==> images/metal_stack.png <==
Drawn at 3 px/µm. Two of the layers only.
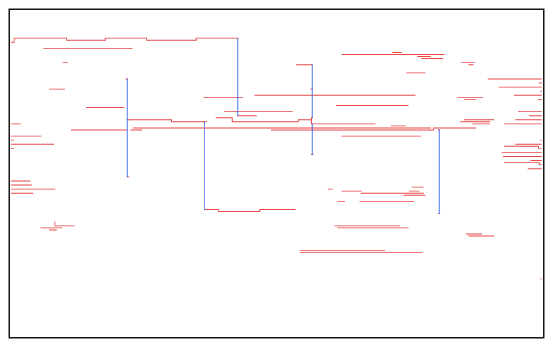
==> images/final_placement.png <==
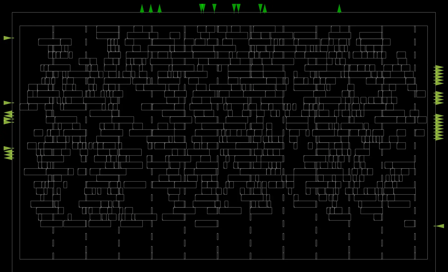
==> images/registers.png <==
Drawn at 4 px/µm.
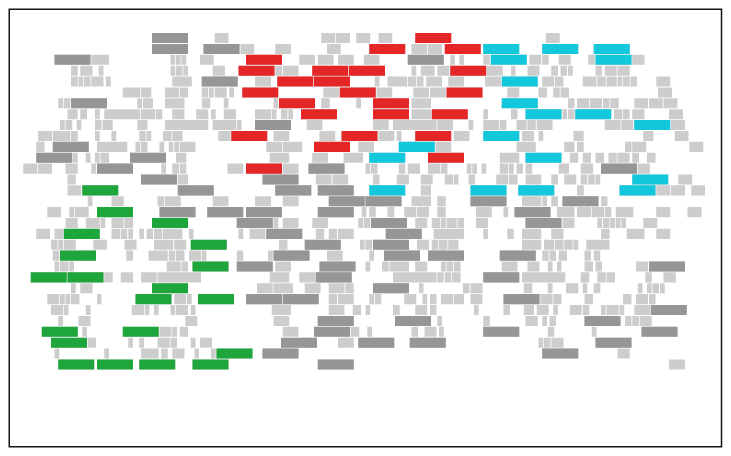
**src/rtl/uart_command_decoder.sv**
```systemverilog
// Parses opcode/operand byte streams from the UART receiver and drives
// framebuffer pixel writes (single pixel or run-length fill) over valid/ready.
module uart_command_decoder #(
    parameter int BITS_PER_PIXEL    = 3,
    parameter int FRAMEBUFFER_DEPTH = 640*480,
    parameter int ADDR_WIDTH        = 19,
    parameter int TIMEOUT_CYCLES    = 1000000
) (
    input  logic                      i_Clock,
    input  logic                      i_Reset_n,
    input  logic                      i_Rx_DV,
    input  logic [7:0]                i_Rx_Byte,
    output logic                      o_Wr_Valid,
    output logic [ADDR_WIDTH-1:0]     o_Wr_Addr,
    output logic [BITS_PER_PIXEL-1:0] o_Wr_Data,
    input  logic                      i_Wr_Ready,
    output logic                      o_Busy,
    output logic                      o_Overrun,
    output logic                      o_Error,
    output logic [1:0]                o_Error_Code
);

    localparam int IDLE_W = $clog2(TIMEOUT_CYCLES + 1);
    localparam logic [IDLE_W-1:0]     IDLE_LAST   = IDLE_W'(TIMEOUT_CYCLES - 1);
    localparam logic [23:0]           DEPTH_FIELD = 24'(FRAMEBUFFER_DEPTH);
    localparam logic [ADDR_WIDTH-1:0] LAST_ADDR   = ADDR_WIDTH'(FRAMEBUFFER_DEPTH - 1);

    typedef enum logic [2:0] {
        S_OPCODE,
        S_ADDR,
        S_COUNT,
        S_DATA,
        S_WRITE,
        S_FILL
    } state_t;

    state_t              state;
    state_t              state_next;
    logic                is_fill;
    logic [1:0]          byte_idx;
    logic [23:0]         addr_field;
    logic [23:0]         count_field;
    logic [23:0]         remaining;
    logic [IDLE_W-1:0]   idle_cnt;
    logic                in_operands;
    logic                timeout;
    logic                transfer;
    logic                fill_last;
    logic                accept_data;
    logic                err_fire;
    logic [1:0]          err_code;

    assign o_Busy      = (state == S_WRITE) || (state == S_FILL);
    assign in_operands = (state == S_ADDR) || (state == S_COUNT) || (state == S_DATA);
    assign timeout     = in_operands && !i_Rx_DV && (idle_cnt == IDLE_LAST);
    assign transfer    = o_Wr_Valid && i_Wr_Ready;
    // A fill ends on its last requested beat or at the final framebuffer pixel.
    assign fill_last   = (remaining == 24'd1) || (o_Wr_Addr == LAST_ADDR);

    always_ff @(posedge i_Clock or negedge i_Reset_n) begin
        if (!i_Reset_n) begin
            state <= S_OPCODE;
        end else begin
            state <= state_next;
        end
    end

    always_comb begin
        state_next  = state;
        accept_data = 1'b0;
        err_fire    = 1'b0;
        err_code    = 2'd0;
        case (state)
            S_OPCODE: begin
                if (i_Rx_DV) begin
                    if (i_Rx_Byte == 8'h01 || i_Rx_Byte == 8'h02) begin
                        state_next = S_ADDR;
                    end else if (i_Rx_Byte != 8'h00) begin
                        err_fire = 1'b1;
                        err_code = 2'd1;
                    end
                end
            end
            S_ADDR: begin
                if (i_Rx_DV && byte_idx == 2'd2) begin
                    state_next = is_fill ? S_COUNT : S_DATA;
                end else if (timeout) begin
                    state_next = S_OPCODE;
                    err_fire   = 1'b1;
                    err_code   = 2'd3;
                end
            end
            S_COUNT: begin
                if (i_Rx_DV && byte_idx == 2'd2) begin
                    state_next = S_DATA;
                end else if (timeout) begin
                    state_next = S_OPCODE;
                    err_fire   = 1'b1;
                    err_code   = 2'd3;
                end
            end
            S_DATA: begin
                if (i_Rx_DV) begin
                    if (addr_field >= DEPTH_FIELD) begin
                        state_next = S_OPCODE;
                        err_fire   = 1'b1;
                        err_code   = 2'd2;
                    end else if (!is_fill) begin
                        state_next  = S_WRITE;
                        accept_data = 1'b1;
                    end else if (count_field == 24'd0) begin
                        state_next = S_OPCODE;
                    end else begin
                        state_next  = S_FILL;
                        accept_data = 1'b1;
                    end
                end else if (timeout) begin
                    state_next = S_OPCODE;
                    err_fire   = 1'b1;
                    err_code   = 2'd3;
                end
            end
            S_WRITE: begin
                if (transfer) begin
                    state_next = S_OPCODE;
                end
            end
            S_FILL: begin
                if (transfer && fill_last) begin
                    state_next = S_OPCODE;
                end
            end
            default: state_next = S_OPCODE;
        endcase
    end

    always_ff @(posedge i_Clock or negedge i_Reset_n) begin
        if (!i_Reset_n) begin
            is_fill      <= 1'b0;
            byte_idx     <= 2'd0;
            addr_field   <= 24'd0;
            count_field  <= 24'd0;
            remaining    <= 24'd0;
            idle_cnt     <= '0;
            o_Wr_Valid   <= 1'b0;
            o_Wr_Addr    <= '0;
            o_Wr_Data    <= '0;
            o_Overrun    <= 1'b0;
            o_Error      <= 1'b0;
            o_Error_Code <= 2'd0;
        end else begin
            o_Error   <= err_fire;
            o_Overrun <= i_Rx_DV && o_Busy;
            if (err_fire) begin
                o_Error_Code <= err_code;
            end

            if (state_next != state || !in_operands || i_Rx_DV) begin
                idle_cnt <= '0;
            end else begin
                idle_cnt <= idle_cnt + IDLE_W'(1);
            end

            if (state_next != state) begin
                byte_idx <= 2'd0;
            end else if (i_Rx_DV && (state == S_ADDR || state == S_COUNT)) begin
                byte_idx <= byte_idx + 2'd1;
            end

            if (state == S_OPCODE && i_Rx_DV) begin
                is_fill <= (i_Rx_Byte == 8'h02);
            end
            // Three big-endian bytes shift fully through the 24-bit field.
            if (state == S_ADDR && i_Rx_DV) begin
                addr_field <= {addr_field[15:0], i_Rx_Byte};
            end
            if (state == S_COUNT && i_Rx_DV) begin
                count_field <= {count_field[15:0], i_Rx_Byte};
            end

            if (accept_data) begin
                o_Wr_Valid <= 1'b1;
                o_Wr_Addr  <= addr_field[ADDR_WIDTH-1:0];
                o_Wr_Data  <= i_Rx_Byte[BITS_PER_PIXEL-1:0];
                remaining  <= count_field;
            end else if (transfer) begin
                if (state == S_WRITE || fill_last) begin
                    o_Wr_Valid <= 1'b0;
                end else begin
                    o_Wr_Addr <= o_Wr_Addr + ADDR_WIDTH'(1);
                    remaining <= remaining - 24'd1;
                end
            end
        end
    end

endmodule

```
**config.mk**
```make
export PLATFORM = sky130hd
export DESIGN_NAME = uart_command_decoder
export DESIGN_NICKNAME = d
export VERILOG_FILES = /design/src/rtl/uart_command_decoder.sv
export SDC_FILE = /design/constraint.sdc
export NUM_CORES = 1
export LEC_CHECK = 0
export CAP_MARGIN = 20
export CELL_PAD_IN_SITES_DETAIL_PLACEMENT = 0
export CELL_PAD_IN_SITES_GLOBAL_PLACEMENT = 1
export CORE_ASPECT_RATIO = 0.6
export CORE_MARGIN = 3
export CORE_UTILIZATION = 35
export CTS_BUF_LIST = sky130_fd_sc_hd__clkbuf_8
export DETAILED_ROUTE_END_ITERATION = 10
export HOLD_SLACK_MARGIN = 0.1
export PLACE_DENSITY = 0.69
export SKIP_CTS_REPAIR_TIMING = 1
export SLEW_MARGIN = 20
export SYNTH_ARGS = -nofsm -noshare
export SYNTH_HDL_FRONTEND = slang
export SYNTH_SLANG_ARGS = --single-unit
```
**constraint.sdc**
```tcl
create_clock -name i_Clock -period 7 [get_ports i_Clock]
set_input_delay 1.4 -clock i_Clock [delete_from_list [all_inputs] [get_ports i_Clock]]
set_output_delay 1.4 -clock i_Clock [all_outputs]
set_load 0.02 [all_outputs]
```
==> results.tsv <==
metric	value	unit
CP Class	in2reg	
Tcrit/Tclk final	0.5692	
synth cell count leaders	dfrtp_1, nand2_1, mux2_2	
Hold EP	o_Error_Code[1]	
Synth top cell by count	dfrtp_1	
count of library flops with an enable pin	0	
final hold violation count	0	
cells after synthesis	591	
GP Congestion	0.8538	
initial antenna violation count	0	
DP HPWL	11.36	mm
met3 wire length	1.098	mm
CTS Buf Count	17	
RSZ-0062 raised after global routing	false	
Adders+Majority by Area	0.01011	
Top-area cell share	0.5054	
Worst Skew	16.30	ps
Root Driver	clkbuf_8	
CP startpoint kind	input pin	
Vias	4717	
register share after synthesis	0.5054	
Final Power	1.509	mW
Avg Cell Area, Syn	10.47	µm²
hold path start	o_Error_Code[1]	
Netlist cell types	54	
Final setup viols	0	
placed cell count	840	
core area	16760	µm²
yosys aoi share	0.06772	
GR peak layer	met1	
final WL	16.10	mm
H-tree levels	4	
met1 Usage GRT	0.2850	
yosys stat cell total	591	
PortBufs	39	
Period minus WS final	3984	ps
ys flops	125	
run status	complete, no violations	
Sink Count	125	
I/O pin total	40	
Tool Warnings	27	
Met2 Wirelength	6.275	mm
Yosys chip area	6190	µm²
Slew @ Worst Pin	960.0	ps
maxcap violations	0	
Final Max Tran Viols	0	
Crit. End Element	flip-flop	
worst min path class	reg2reg	
Latency at later pin	430	ps
Post-Synth Simple-Gate Area	0.2038	
WP data arrival	4300	ps
Required @ worst endpoint	7310	ps
Max IR drop VDD	0.0001144	V
P per Cell Area	206.4	nW/µm²
Ant. Diodes	0	
top routing layer in use	met4	
Die Width	177.7	µm
share of cells above drive strength 1	0.1724	
area leader, netlist	dfrtp_1	
worst r2r path cells	6	
hold_ws	491.0	ps
cell area after synthesis	6190	µm²
Reg2Reg Capture Point	remaining[10]	
Placement Setup Slack	2632	ps
first-pass GRT wire length	26.19	mm
Top Registers	addr_field: 24 flops, count_field: 24 flops, remaining: 24 flops	
die area	19370	µm²
Leakage	3.184	nW
Hold Path Depth	2	
Fmax	0.2510	GHz
Synth warnings	0	
CP Max Fanout	48	
met1 wire length	8.583	mm
chip height	109.0	µm
most common logic cells in the final layout	dfrtp_1, nand2_1, mux2_2	
Clock Path Buffers	2	
placed cell area	6825	µm²
post-route ant nets	0	
vias in the first global route	4559	
gr ovfl total	0	
Largest cells by area	dfrtp_1, mux2_2, xnor2_1	
Core Density at Floorplan	0.3694	
initial DRC count	347	
Vias per Instance	5.409	
drt pass-1 iters	4	
design area	7312	µm²
Dominant combinational family	simple AND/OR/NAND/NOR gates	
# DRC	0	
met2 GRT Util	0.2258	
critical path launch point	i_Rx_DV	
prevailing post-synth register cell	dfrtp_1	
Syn Nets	608	
setup slack after layout	3016	ps
CTS tree	yes	
Fin Setup TNS	0	ps
slew margin rel.	0.3586	
Commonest Layout Cell	dfrtp_1	
XOR Share, Synth	0.08207	
largest net degree at the start of global routing	79	
number of cell rows	36	
crit path to	remaining[10]	
Post-synth mux share	0.1090	
Global Route met3 Usage	0.04802	
reg2reg start	addr_field[15]	
CTS clk-pin slew, worst paths	80	ps
final layout net count	648	
Async SR Flop Fraction	1.000	
FF-to-FF setup slack	3710	ps
area growth from synthesis to layout	18.13	%
## Picture notes: metal_stack.png
Key: blue = met4 [wire length 144 µm]; red = met3 [wire length 1,100 µm]
post-DR wirelength/cell: 18.46 µm
Overall Global Routing Usage: 0.1762

## Picture notes: final_placement.png
number of fill cells in the layout: 1,617
non-filler cells in the finished layout: 872

## Picture notes: registers.png
Key: red = `addr_field` [sequential cells 24, where north]; cyan = `o_Wr_Addr` [sequential cells 19]; green = `idle_cnt` [sequential cells 20]
Another 62 sequential cells are not colored.
post-layout util: 0.4364
sequential cell area: 3128 µm²
Seq/total area: 0.4278
seq pwr: 0.723 mW

==> area by class of cell <==
| cell class | count | area (µm²) |
|---|---|---|
| flip-flops and latches | 125 | 3128 |
| fillers | 1617 | 9444 |
| clock buffers | 21 | 289.0 |
| repair buffers | 44 | 429.2 |
| clock inverters | 11 | 187.7 |
| well taps | 228 | 285.3 |
| multi-input cells | 435 | 2963 |
| inverters | 8 | 30.03 |
==> worst max-delay path: stages <==
cell	delay (ps)
clkdlybuf4s50_1	650
nand4b_1	160
and3b_1	260
nand2_1	90
a21oi_4	770
buf_4	540
mux2_2	390
==> report_power, final <==
group          internal [mW]  leakage (nW)  switching [mW]  total [mW]
clock network          0.461         0.239           0.295       0.756
logic                0.00865          1.22          0.0213      0.0300
registers              0.723          1.72        0.000426       0.723
total                   1.19          3.18           0.317        1.51
Power and IR drop assume default switching activity.
